### src/rtl/par_checking_sink.sv
// par_checking_sink: NoC local-port receiver with LFSR busy gate, destination and sequence checks.
// Define CHK_SINK_SEQ_EN to build the per-source sequence table and enable seq_err.
module par_checking_sink #(
    parameter int NODE_ID   = 0,
    parameter int HOSP      = 255,
    parameter int SEQ_W     = 8,
    parameter int ADDR_SZ   = 4,
    parameter int PL_SZ     = 16,
    parameter int HDR_SZ    = 2,
    parameter int NUM_NODES = 16
) (
    input  logic                              clk,
    input  logic                              reset,
    input  logic [HDR_SZ+PL_SZ+ADDR_SZ-1:0]   data,
    input  logic                              valid,
    output logic                              busy,
    output logic [19:0]                       rx_count,
    output logic [15:0]                       err_count,
    output logic                              dest_err,
    output logic                              seq_err,
    output logic [ADDR_SZ-1:0]                last_src
);

    localparam int DW     = HDR_SZ + PL_SZ + ADDR_SZ;
    localparam int SRC_LO = ADDR_SZ;
    localparam int SEQ_LO = 2 * ADDR_SZ;
    localparam logic [7:0] SEED_RAW = 8'hA5 ^ NODE_ID[7:0];
    localparam logic [7:0] SEED     = (SEED_RAW == 8'h00) ? 8'h01 : SEED_RAW;
    localparam logic [7:0] HOSP_V   = HOSP[7:0];
    localparam logic [ADDR_SZ-1:0] MY_ADDR = NODE_ID[ADDR_SZ-1:0];

    logic [7:0]         lfsr_q, lfsr_d;
    logic               busy_q, busy_d;
    logic               xfer;
    logic               cap_valid_q;
    logic [ADDR_SZ-1:0] cap_dest_q, cap_src_q;
    logic [19:0]        rx_q, rx_d;
    logic [15:0]        err_q, err_d;
    logic               dest_err_q, dest_err_d;
    logic               seq_err_q, seq_err_d;
    logic [ADDR_SZ-1:0] last_src_q, last_src_d;
    logic               dest_bad, seq_bad;

    assign xfer = valid && !busy_q;

`ifdef CHK_SINK_SEQ_EN
    logic [DW-SEQ_LO-SEQ_W-1:0] unused_bits;
    logic [SEQ_W-1:0]           cap_seq_q;
    logic [SEQ_W-1:0]           exp_seq_q [NUM_NODES];
    logic [SEQ_W-1:0]           exp_rd;
    logic                       src_ok;

    assign unused_bits = data[DW-1:SEQ_LO+SEQ_W];
    assign src_ok      = int'(cap_src_q) < NUM_NODES;

    // Table is read, compared and written in the same cycle so back-to-back
    // flits from one source always see the freshly incremented value.
    always_comb begin
        exp_rd = '0;
        for (int i = 0; i < NUM_NODES; i++) begin
            if (int'(cap_src_q) == i) exp_rd = exp_seq_q[i];
        end
    end

    assign seq_bad = !src_ok || (cap_seq_q != exp_rd);

    always_ff @(posedge clk) begin
        if (reset) begin
            cap_seq_q <= '0;
            for (int i = 0; i < NUM_NODES; i++) exp_seq_q[i] <= '0;
        end else begin
            if (xfer) cap_seq_q <= data[SEQ_LO+SEQ_W-1:SEQ_LO];
            // Match or mismatch, the next expected value is received seq + 1.
            if (cap_valid_q && src_ok) begin
                for (int i = 0; i < NUM_NODES; i++) begin
                    if (int'(cap_src_q) == i) exp_seq_q[i] <= cap_seq_q + SEQ_W'(1);
                end
            end
        end
    end
`else
    logic [DW-SEQ_LO-1:0] unused_bits;
    assign unused_bits = data[DW-1:SEQ_LO];
    assign seq_bad     = 1'b0;
`endif

    always_comb begin
        lfsr_d     = {lfsr_q[6:0], lfsr_q[7] ^ lfsr_q[5] ^ lfsr_q[4] ^ lfsr_q[3]};
        busy_d     = (lfsr_d > HOSP_V);
        dest_bad   = (cap_dest_q != MY_ADDR);
        rx_d       = rx_q;
        err_d      = err_q;
        dest_err_d = dest_err_q;
        seq_err_d  = seq_err_q;
        last_src_d = last_src_q;
        if (cap_valid_q) begin
            if (rx_q != '1) rx_d = rx_q + 20'd1;
            if ((dest_bad || seq_bad) && (err_q != '1)) err_d = err_q + 16'd1;
            dest_err_d = dest_err_q | dest_bad;
            seq_err_d  = seq_err_q | seq_bad;
            last_src_d = cap_src_q;
        end
    end

    always_ff @(posedge clk) begin
        if (reset) begin
            lfsr_q      <= SEED;
            busy_q      <= 1'b1;
            cap_valid_q <= 1'b0;
            cap_dest_q  <= '0;
            cap_src_q   <= '0;
            rx_q        <= '0;
            err_q       <= '0;
            dest_err_q  <= 1'b0;
            seq_err_q   <= 1'b0;
            last_src_q  <= '0;
        end else begin
            lfsr_q      <= lfsr_d;
            busy_q      <= busy_d;
            cap_valid_q <= xfer;
            if (xfer) begin
                cap_dest_q <= data[ADDR_SZ-1:0];
                cap_src_q  <= data[SRC_LO+ADDR_SZ-1:SRC_LO];
            end
            rx_q       <= rx_d;
            err_q      <= err_d;
            dest_err_q <= dest_err_d;
            seq_err_q  <= seq_err_d;
            last_src_q <= last_src_d;
        end
    end

    assign busy      = busy_q;
    assign rx_count  = rx_q;
    assign err_count = err_q;
    assign dest_err  = dest_err_q;
    assign seq_err   = seq_err_q;
    assign last_src  = last_src_q;

endmodule
### config.mk
export PLATFORM = sky130hd
export DESIGN_NAME = par_checking_sink
export DESIGN_NICKNAME = d
export VERILOG_FILES = /design/src/rtl/par_checking_sink.sv
export SDC_FILE = /design/constraint.sdc
export NUM_CORES = 1
export LEC_CHECK = 0
export CAP_MARGIN = 30
export CORE_ASPECT_RATIO = 0.9
export CORE_UTILIZATION = 25
export CTS_CLUSTER_SIZE = 25
export DETAILED_ROUTE_END_ITERATION = 6
export PLACE_DENSITY = 0.57
export RECOVER_POWER = 50
export SYNTH_ARGS = -nofsm -noshare
export SYNTH_HDL_FRONTEND = slang
export SYNTH_SLANG_ARGS = --single-unit
### constraint.sdc
create_clock -name clk -period 1.7 [get_ports clk]
set_input_delay 0.425 -clock clk [delete_from_list [all_inputs] [get_ports clk]]
set_output_delay 0.425 -clock clk [all_outputs]
set_load 0.01 [all_outputs]
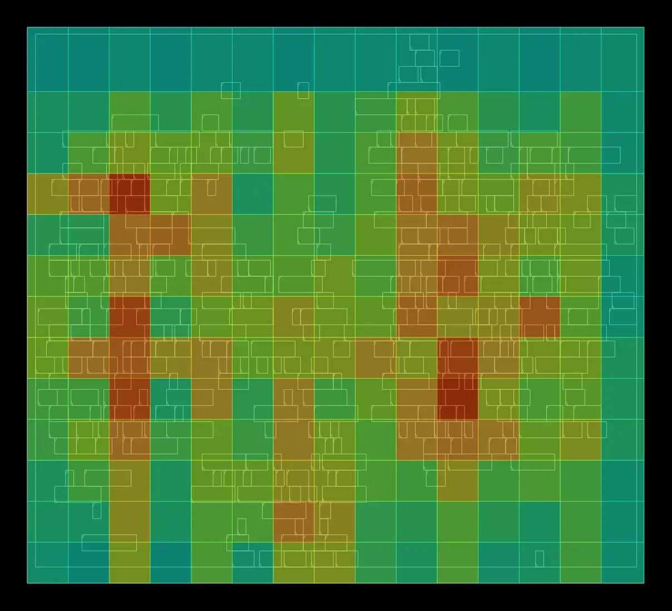
congestion.png
average routed wire per standard cell: 12.3 um
total routing resource utilization after global routing: 12.5%
global routing usage on met1: 15.1%
met2 layer usage reported by global route: 22.1%

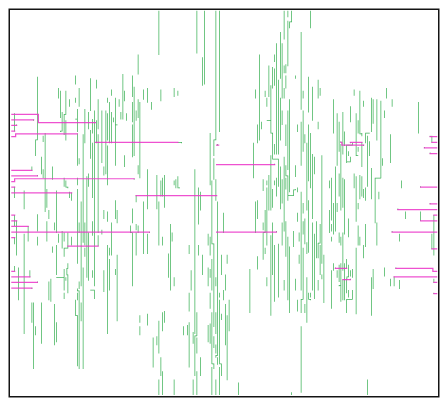
wires.png
Only two layers are drawn.
| layer | colour | wire length |
|---|---|---|
| metal 2 | green | 2,860 um |
| metal 3 | magenta | 309 um |

==> COMMIT_EDITMSG <==
Record implementation results from latest flow run

* Post-synthesis sequential area ratio: 43.8%
- Clock skew on the completed layout was measured at 0.00433 ns.
* Combinational family with the most area after synthesis: simple AND/OR/NAND/NOR gates
* Area fraction in mux cells: 4.40%
- After global routing, the most crowded layer is met2.
- Netlist area before placement: 2330 um^2
- For the worst flop-to-flop path, the logic depth is 5.
- The final report gives the standard cell area, fillers excluded, as 3640 um^2.
* Number of detailed-routing iterations run before antenna repair: 4
- Broken down by cell family, the worst path's largest delay share belongs to simple AND/OR/NAND/NOR gates.
- In the final layout, excluding clock inverters the inverter count is 5.
- Setup repair after global routing could not meet its margin everywhere.
* Clock slew at the register clock pins of the worst setup and hold paths: 0.09 ns
- Per the TritonCTS log, the buffer count is 5.
* Most frequent standard cell in the layout excluding fill and tap cells: buf_4
- Category of the critical setup timing path: register to register
* Total power density per cell area: 605 nW/um^2
- Cell count in the Yosys report: 268
* Clock latency at the later pin of the worst-skew pair: 0.30 ns
- The type recorded for the worst min-delay path is register to register.
* Top cell area share: 43.8%
- Number of enable-type register cells in the synthesized netlist: 0
- Count of standard-cell rows: 33
* Result of the run: finished clean
- Per the post-run analysis, buffers plus inverters along the critical path come to 0.
- Among all stages on the critical path, the maximum delay recorded is 0.50 ns.
- Ranked by instance count, the synthesized netlist is headed by dfxtp_1 (51), nor2_1 (38), nand2_1 (32).
* Diode insertion count for antenna repair: 0
- STA shows the worst min-delay path finishing at dest_err.
- Count of input and output buffers: 52
- For this run, asynchronously set or reset flops after synthesis account for 0%.
- In this run the count of I/O pins placed on the die edge is 68.
- Max_cap viols: 0
- On met3, the global router reports a usage of 3.83%.
* Cell-by-cell listing of the critical path: nand4_4 -> or4_1 -> a21o_1 -> or3_1 -> a21oi_1
- Per the CTS log, the root buffer master is clkbuf_8.
- Cells after DPL: 479
- Between the synthesized netlist and the finished layout, the area growth was recorded as 56.3%.
- After detailed routing, the number of vias per cell comes to 4.47.
- Final count of pins violating max slew: 0
* Pwr Total: 2200 uW
- Area-dominant cell class after layout: logic gates
* Number of clock-tree buffers in the layout: 8
- Most popular library cell in the synthesized design by count: dfxtp_1
- Global placer's final weighted congestion: 0.829
* Setup crit end: rx_count[19]
* Synth Register Bits: 51
* Setup tns final: 0 ns
* Number of buffers other than clock buffers in the final layout: 104
- The number of clock sinks came to 51.
- Each instance of the synthesized netlist takes up on average 8.70 um^2.
- Among all stages on the critical path, the largest delay is contributed by or4_1.
- Total gr overflow: 0
* Final clock period utilization by the worst path: 99.4%
- Of all the cell area in the finished design, non-clock buffers hold 24.8%.
- Based on the critical path, the design can be clocked at up to 592 MHz.
- TritonRoute reported its final design rule violation total as 0.
- Arrival time reported for the critical path endpoint: 1.93 ns
- Antenna violation net count after detailed routing: 0
- In the final design database the tool counted 393 nets.
* Leakage power: 0.00164 uW
- The H-tree generated during clock tree synthesis spans 2 levels.
- Antenna violations before repair: 0
- Vias post-DR: 2,184
- CORE AREA: 9080 um^2
- After floorplanning, the die was sized to cover 9720 um^2.
- Worst slack, placed: -0.110 ns
- The cell-mix breakdown from Yosys lists the XOR/XNOR area share as 8.26%.
* Distinct lib cells: 43
- For reference, the final report shows the hold violation count at 0.
- After clock tree synthesis, the flow added hold-fix buffers numbering 0.
* Startpoint type of the worst setup path: register
- For reference, simple AND, OR, NAND and NOR cells occupy 28.0% of the area reported after synthesis.
- Net Count, Synth: 295
- OpenROAD warnings: 42
- Floorplan-stage core utilization: 25.7%
* Worst Hold Margin: 0.457 ns
* Sequential cell count of the final layout: 51
- Critical path startpoint: rx_count[11]
* Clock network contribution to total cell area: 3.36%
- TritonCTS built the clock tree.
- Max rail drop VDD: 271 uV
- In the synthesized netlist, the number of instances is 268.
- For the finished layout, the period the worst path requires is 1.69 ns.
- The first global-routing pass estimated 9800 um of wire.
- The synthesized netlist devotes 10.2% of its cell area to compound gates.
* Cell area reported after detailed placement: 3400 um^2
- In the final layout, the share of cells above drive strength 1 is 31.1%.
- In this run the number of cells on the critical path is 5.
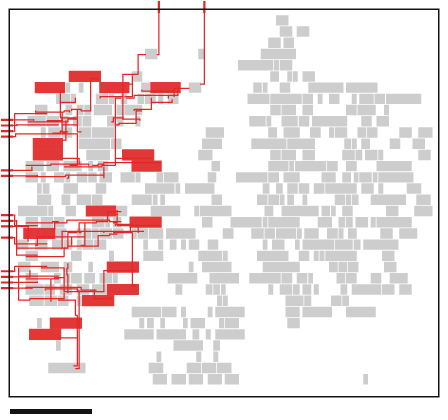
io_fan.png
Scale bar: 20 um.
| port | colour | direction | edge | end cells | buffers | wire |
|---|---|---|---|---|---|---|
| err_count | red | output | 14 left, 2 top | 16 | 26 | 789 um |

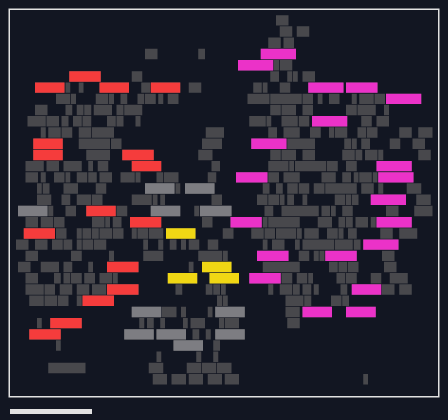
flops_by_reg.png
Scale bar: 20 um. Other sequential cells in the stronger grey, the rest of the logic in the fainter grey.
| name in the netlist | colour | sequential cells |
|---|---|---|
| rx_count | magenta | 20 |
| err_count | red | 16 |
| cap_dest_q | yellow | 4 |
not coloured: 11
final core utilization: 40.1%
sequential logic power: 1200 uW
fraction of area in registers: 29.7%
Sequential cell area: 1080 um^2

layer usage:
layer  wire (um)  up-vias
li1            -     1128
met1        2830     1002
met2        2860       48
met3         308        6
met4          25        0
met5           0        -
worst register-to-register path, delay by kind of cell, from the launching register on:
kind             cells  cell delay, ns
AND/OR/NAND/NOR      3            0.92
flip-flops           1            0.37
AND-OR/OR-AND        2            0.33
report_power, final:
part | internal (uW) | switching [uW] | total [uW] | leakage [uW]
Clock | 471 | 411 | 882 | 0.0000618
Sequential | 1190 | 10.8 | 1200 | 0.000429
Combinational | 59.7 | 59.3 | 119 | 0.00115
Total | 1720 | 481 | 2200 | 0.00164
repair_timing:
| action | CTS | global route |
|---|---|---|
| resized | 33 | 34 |
| pin swaps | 5 | 9 |
| setup buffers | 1 | 1 |
| setup endpoints to repair | 37 | 25 |
Power is estimated from default activity; no workload was simulated.
